--- src/rtl/fetch_inst_buffer.sv ---
// Instruction queue between fetch and decode: compacts up to two valid fetch
// slots per cycle into a circular buffer and presents the two oldest entries.
module fetch_inst_buffer #(
  parameter int DEPTH      = 8,
  parameter int META_WIDTH = 35
) (
  input  logic                      clk,
  input  logic                      rst,
  input  logic                      flush_i,
  input  logic [1:0]                wr_valid_i,
  input  logic [31:0]               wr_pc_i,
  input  logic [63:0]               wr_inst_i,
  input  logic [2*META_WIDTH-1:0]   wr_meta_i,
  output logic                      wr_ready_o,
  output logic [1:0]                rd_valid_o,
  output logic [63:0]               rd_pc_o,
  output logic [63:0]               rd_inst_o,
  output logic [2*META_WIDTH-1:0]   rd_meta_o,
  input  logic [1:0]                rd_pop_i,
  output logic [$clog2(DEPTH):0]    count_o
);

  localparam int AW = $clog2(DEPTH);
  localparam int CW = AW + 1;

  logic [31:0]           pc_mem   [DEPTH];
  logic [31:0]           inst_mem [DEPTH];
  logic [META_WIDTH-1:0] meta_mem [DEPTH];

  logic [AW-1:0] head_q, tail_q, head_p1, tail_p1;
  logic [CW-1:0] count_q;

  logic                  push_en, push_two, pop0, pop1;
  logic                  first_is_slot1;
  logic [31:0]           w0_pc, w1_pc, w0_inst;
  logic [META_WIDTH-1:0] w0_meta;
  logic [CW-1:0]         n_push, n_pop;
  logic [AW-1:0]         head_adv, tail_adv;

  // Handshake: a write is taken on a rising edge when wr_ready_o & |wr_valid_i
  // & ~flush_i; wr_ready_o promises room for a full pair and looks only at the
  // registered count. Entry k is consumed when rd_valid_o[k] and rd_pop_i[k:0]
  // are all set; un-popped entries stay on rd_* unchanged.
  assign wr_ready_o = (count_q <= CW'(DEPTH - 2));
  assign rd_valid_o = {count_q >= CW'(2), count_q != '0};
  assign count_o    = count_q;

  assign push_en  = wr_ready_o & (|wr_valid_i) & ~flush_i;
  assign push_two = push_en & (&wr_valid_i);
  assign pop0     = rd_pop_i[0] & rd_valid_o[0];
  assign pop1     = rd_pop_i[1] & rd_pop_i[0] & rd_valid_o[1];

  // A lone slot1 instruction is compacted into the tail entry.
  assign first_is_slot1 = ~wr_valid_i[0];
  assign w1_pc   = wr_pc_i + 32'd4;
  assign w0_pc   = first_is_slot1 ? w1_pc : wr_pc_i;
  assign w0_inst = first_is_slot1 ? wr_inst_i[63:32] : wr_inst_i[31:0];
  assign w0_meta = first_is_slot1 ? wr_meta_i[2*META_WIDTH-1:META_WIDTH]
                                  : wr_meta_i[META_WIDTH-1:0];

  assign head_p1  = head_q + AW'(1);
  assign tail_p1  = tail_q + AW'(1);
  assign n_push   = CW'(push_en) + CW'(push_two);
  assign n_pop    = CW'(pop0) + CW'(pop1);
  assign head_adv = AW'(pop0) + AW'(pop1);
  assign tail_adv = AW'(push_en) + AW'(push_two);

  always_ff @(posedge clk or posedge rst) begin
    if (rst) begin
      head_q  <= '0;
      tail_q  <= '0;
      count_q <= '0;
    end else if (flush_i) begin
      head_q  <= '0;
      tail_q  <= '0;
      count_q <= '0;
    end else begin
      head_q  <= head_q + head_adv;
      tail_q  <= tail_q + tail_adv;
      count_q <= count_q + n_push - n_pop;
    end
  end

  // Storage carries no reset; validity is tracked solely by count_q.
  always_ff @(posedge clk) begin
    if (push_en) begin
      pc_mem[tail_q]   <= w0_pc;
      inst_mem[tail_q] <= w0_inst;
      meta_mem[tail_q] <= w0_meta;
    end
    if (push_two) begin
      pc_mem[tail_p1]   <= w1_pc;
      inst_mem[tail_p1] <= wr_inst_i[63:32];
      meta_mem[tail_p1] <= wr_meta_i[2*META_WIDTH-1:META_WIDTH];
    end
  end

  assign rd_pc_o   = {pc_mem[head_p1], pc_mem[head_q]};
  assign rd_inst_o = {inst_mem[head_p1], inst_mem[head_q]};
  assign rd_meta_o = {meta_mem[head_p1], meta_mem[head_q]};

endmodule

--- config.mk ---
export PLATFORM = sky130hd
export DESIGN_NAME = fetch_inst_buffer
export DESIGN_NICKNAME = d
export VERILOG_FILES = /design/src/rtl/fetch_inst_buffer.sv
export SDC_FILE = /design/constraint.sdc
export NUM_CORES = 2
export LEC_CHECK = 0
export CAP_MARGIN = 20
export CELL_PAD_IN_SITES_DETAIL_PLACEMENT = 1
export CELL_PAD_IN_SITES_GLOBAL_PLACEMENT = 2
export CORE_MARGIN = 2
export CORE_UTILIZATION = 29
export CTS_CLUSTER_DIAMETER = 200
export CTS_CLUSTER_SIZE = 30
export DETAILED_ROUTE_END_ITERATION = 10
export HOLD_SLACK_MARGIN = 0.05
export PLACE_DENSITY = 0.61
export SKIP_CTS_REPAIR_TIMING = 1
export SLEW_MARGIN = 5
export SYNTH_ARGS = -nofsm -noshare
export SYNTH_HDL_FRONTEND = slang
export SYNTH_SLANG_ARGS = --single-unit
--- constraint.sdc ---
create_clock -name clk -period 15.5 [get_ports clk]
set_clock_uncertainty 0.05 [all_clocks]
set_input_delay 4.65 -clock clk [delete_from_list [all_inputs] [get_ports clk]]
set_output_delay 4.65 -clock clk [all_outputs]
set_load 0.03 [all_outputs]
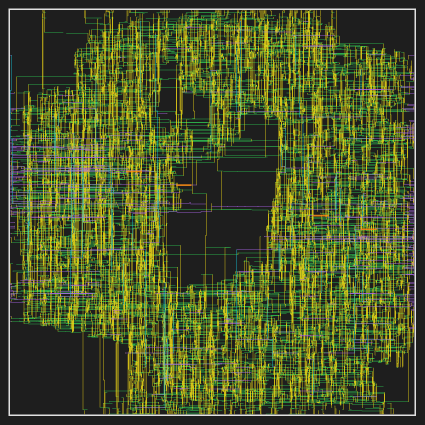
Figure 1: routed metal, one color a layer.
(1 px per um)
- M2: yellow (wire length 82.0 mm)
- M1: green (wire length 70.9 mm)
- M3: purple (wire length 7,710 um)
- M5: orange (wire length 55.2 um)
- M4: cyan (wire length 3,180 um)

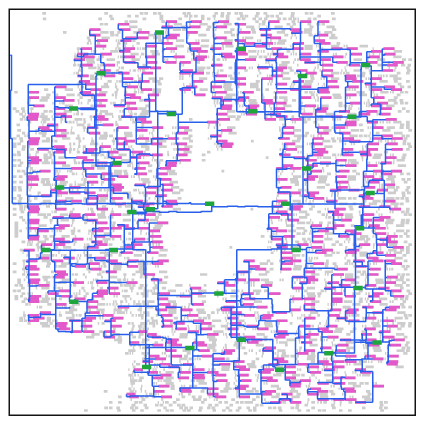
Figure 2: routed clock nets over the placement.
(1 px per um)
- clock wires: blue (length 11,200 um)
- flip-flops: magenta (count 802)
- clock-net drivers: green (count 30)
- routed clock nets: 31
clock network power consumption: 1.09 mW
clock share of power: 0.130
later-pin clock latency in the skew report: 0.70 ns

-- cells by family (layout without fill, tap and decap cells) --
family,Yosys count,count (layout)
multiplexers,662,662
other,0,6
adder cells (fa/ha/maj),14,14
XOR/XNOR,228,228
flip-flops,802,802
AND-OR/OR-AND,595,595
buffers and inverters,387,501
AND/OR/NAND/NOR,863,863
-- how the worst min path moves through the flow --
stage / start / slack [ns] / to / cells after the start
2_1_floorplan: head_q[1] / 0.56 / head_q[1] / 2
3_3_place_gp: tail_q[1] / 0.62 / tail_q[1] / 2
3_5_place_dp: tail_q[1] / 0.63 / tail_q[1] / 2
4_1_cts: tail_q[1] / 0.66 / tail_q[1] / 2
5_1_grt: tail_q[1] / 0.69 / tail_q[1] / 2
6_report: count_o[2] / 0.65 / count_o[2] / 2
-- stage by stage --
| step | hold WS (ns) | utilization | instances |
|---|---|---|---|
| floorplan | 0.559 | - | 3551 |
| global placement | 0.621 | 0.324 | 5705 |
| detailed placement | 0.633 | 0.324 | 5707 |
| CTS | 0.660 | 0.329 | 5749 |
| global route | 0.692 | 0.330 | 5754 |
| finish | 0.652 | 0.330 | 5757 |
-- flip-flops by register name (all words and copies together) (netlist names) --
name      count
meta_mem    280
inst_mem    256
pc_mem      256
head_q        3
count_o       4
tail_q        3
-- metal layers --
layer,track usage,vias up
met5,0,-
met4,0.0404,8
met3,0.0223,142
met2,0.343,740
met1,0.261,16200
li1,-,13500
-- cell type report --
class	count	area (sq um)	area share
antenna	6	15.0	0.000285
clock buffer	40	798	0.0151
clock inverter	2	25.0	0.000474
inverter	18	67.6	0.00128
multi-input combinational	2362	20800	0.394
sequential	802	24000	0.456
tap	2086	2610	0.0495
timing repair buffer	441	4380	0.0831
-- report_power, final --
| group | total, mW | internal [mW] | switching (mW) |
|---|---|---|---|
| Combinational | 4.58 | 2.09 | 2.49 |
| Clock | 1.09 | 0.366 | 0.722 |
| Sequential | 2.69 | 2.58 | 0.112 |
| Total | 8.36 | 5.04 | 3.32 |
-- critical path, stage by stage (launching register included) --
cell and delay [ns]:
sky130_fd_sc_hd__dfrtp_4 0.89, sky130_fd_sc_hd__buf_12 0.61, sky130_fd_sc_hd__buf_4 0.85, sky130_fd_sc_hd__mux4_2 0.60, sky130_fd_sc_hd__mux2_2 0.27, sky130_fd_sc_hd__clkdlybuf4s50_1 0.68
==> impl_metrics.tcl <==
# yosys + openroad results
set metrics [dict create \
    core-area_sq_um 160000 \
    highest_routed_metal_layer "met5" \
    synthXorXnorAreaFrac 0.0429 \
    post_synth_ao_oa_area_fraction 0.0649 \
    ctsHtreeMaxLevel 1 \
    clkSlewWorstSetupHoldPaths_ns 0.12 \
    yosys-stat-cells 3551 \
    area.growth.synth_to_final_pct 13.4 \
    worst_setup_path_end_kind "output port" \
    cts.root.buffer_cell "sky130_fd_sc_hd__clkbuf_16" \
    postSynthAreaPerCell_sq_um 13.1 \
    filler_cell_count 17000 \
    grt_antenna_before_repair 12 \
    cp.required_ns 10.80 \
    postPlaceCellArea_sq_um 51900 \
    dr.pass1.iters 5 \
    detail-route-antenna-nets 0 \
    wirelength_mm 164 \
    number_of_enable_type_register_cells_in_the_synthesized_netlist 792 \
    arithmetic_cell_share_of_the_synthesized_area_counting_full_adders_half_adders_and_majority_gates 0.00457 \
    post-route-min-period_ns 9.56 \
    layout.cells.most_common_list "sky130_fd_sc_hd__edfxtp_1, sky130_fd_sc_hd__nor2_1, sky130_fd_sc_hd__a21oi_1" \
    critPathArrivalTime_ns 4.86 \
    via_count_of_the_first_global_routing_pass 32200 \
    ys_types 52 \
    route.vias.total 30600 \
    criticalPathCategory "flip-flop to output port" \
    crit-reg2reg-capture "inst_mem[0][2]" \
    grt_max_degree 138 \
    timing_max_transition_violations_final 0 \
    setup_repair_after_global_routing_missed_its_margin "no" \
    finalCritPeriodShare 0.617 \
    maximum_fanout_along_the_worst_path 108 \
    post-synth-top-count-cell "sky130_fd_sc_hd__edfxtp_1" \
    logic_family "multiplexers" \
    met1_length_mm 70.9 \
    routed_wire_length_per_instance_um 28.5 \
    power_leakage_nw 16.7 \
    timing_hold_violations_final 0 \
    cts_num_sinks 802 \
    ios 378 \
    buffers_on_ports 377 \
    ys_async_sr_fraction 0.0125 \
    setup.worst_path.end "rd_meta_o[12]" \
    fp-utilization 0.291 \
    worstSetupStartpointType "flip-flop" \
    r2r.worst_path.cells 11 \
    grt_pass1_wl_mm 234 \
    post-route-cell-area_sq_um 52700 \
    crit_path_start "head_q[0]" \
    share_of_synthesized_area_spent_on_multiplexers 0.254 \
    synth.cells.most_frequent "sky130_fd_sc_hd__edfxtp_1, sky130_fd_sc_hd__nor2_1, sky130_fd_sc_hd__a21oi_1, sky130_fd_sc_hd__mux4_2, sky130_fd_sc_hd__mux2_2" \
    p_per_area_nw_per_um2 158 \
    setup.reg_to_reg.worst_slack_ns 10.23 \
    post-route-worst-setup-slack_ns 5.94 \
    power.ir.vdd_worst_v 0.000117 \
    simple_gate_area_share_of_the_yosys_netlist 0.0758 \
    finish.net_count 3842 \
    run_status "complete, no violations" \
    metal3_wl_mm 7.71 \
    lay_top_count "sky130_fd_sc_hd__edfxtp_1" \
    met2RoutedLength_mm 82.0 \
    numCtsBuffers 30 \
    synth.largest_area_cell "sky130_fd_sc_hd__edfxtp_1" \
    detailed_router_s_first_iteration_violation_count 2548 \
    dp.final_hpwl_mm 98.8 \
    floorplan.rows 147 \
    die_width_um 405 \
]
No activity file was given, so power comes from the tool's default toggle rates.
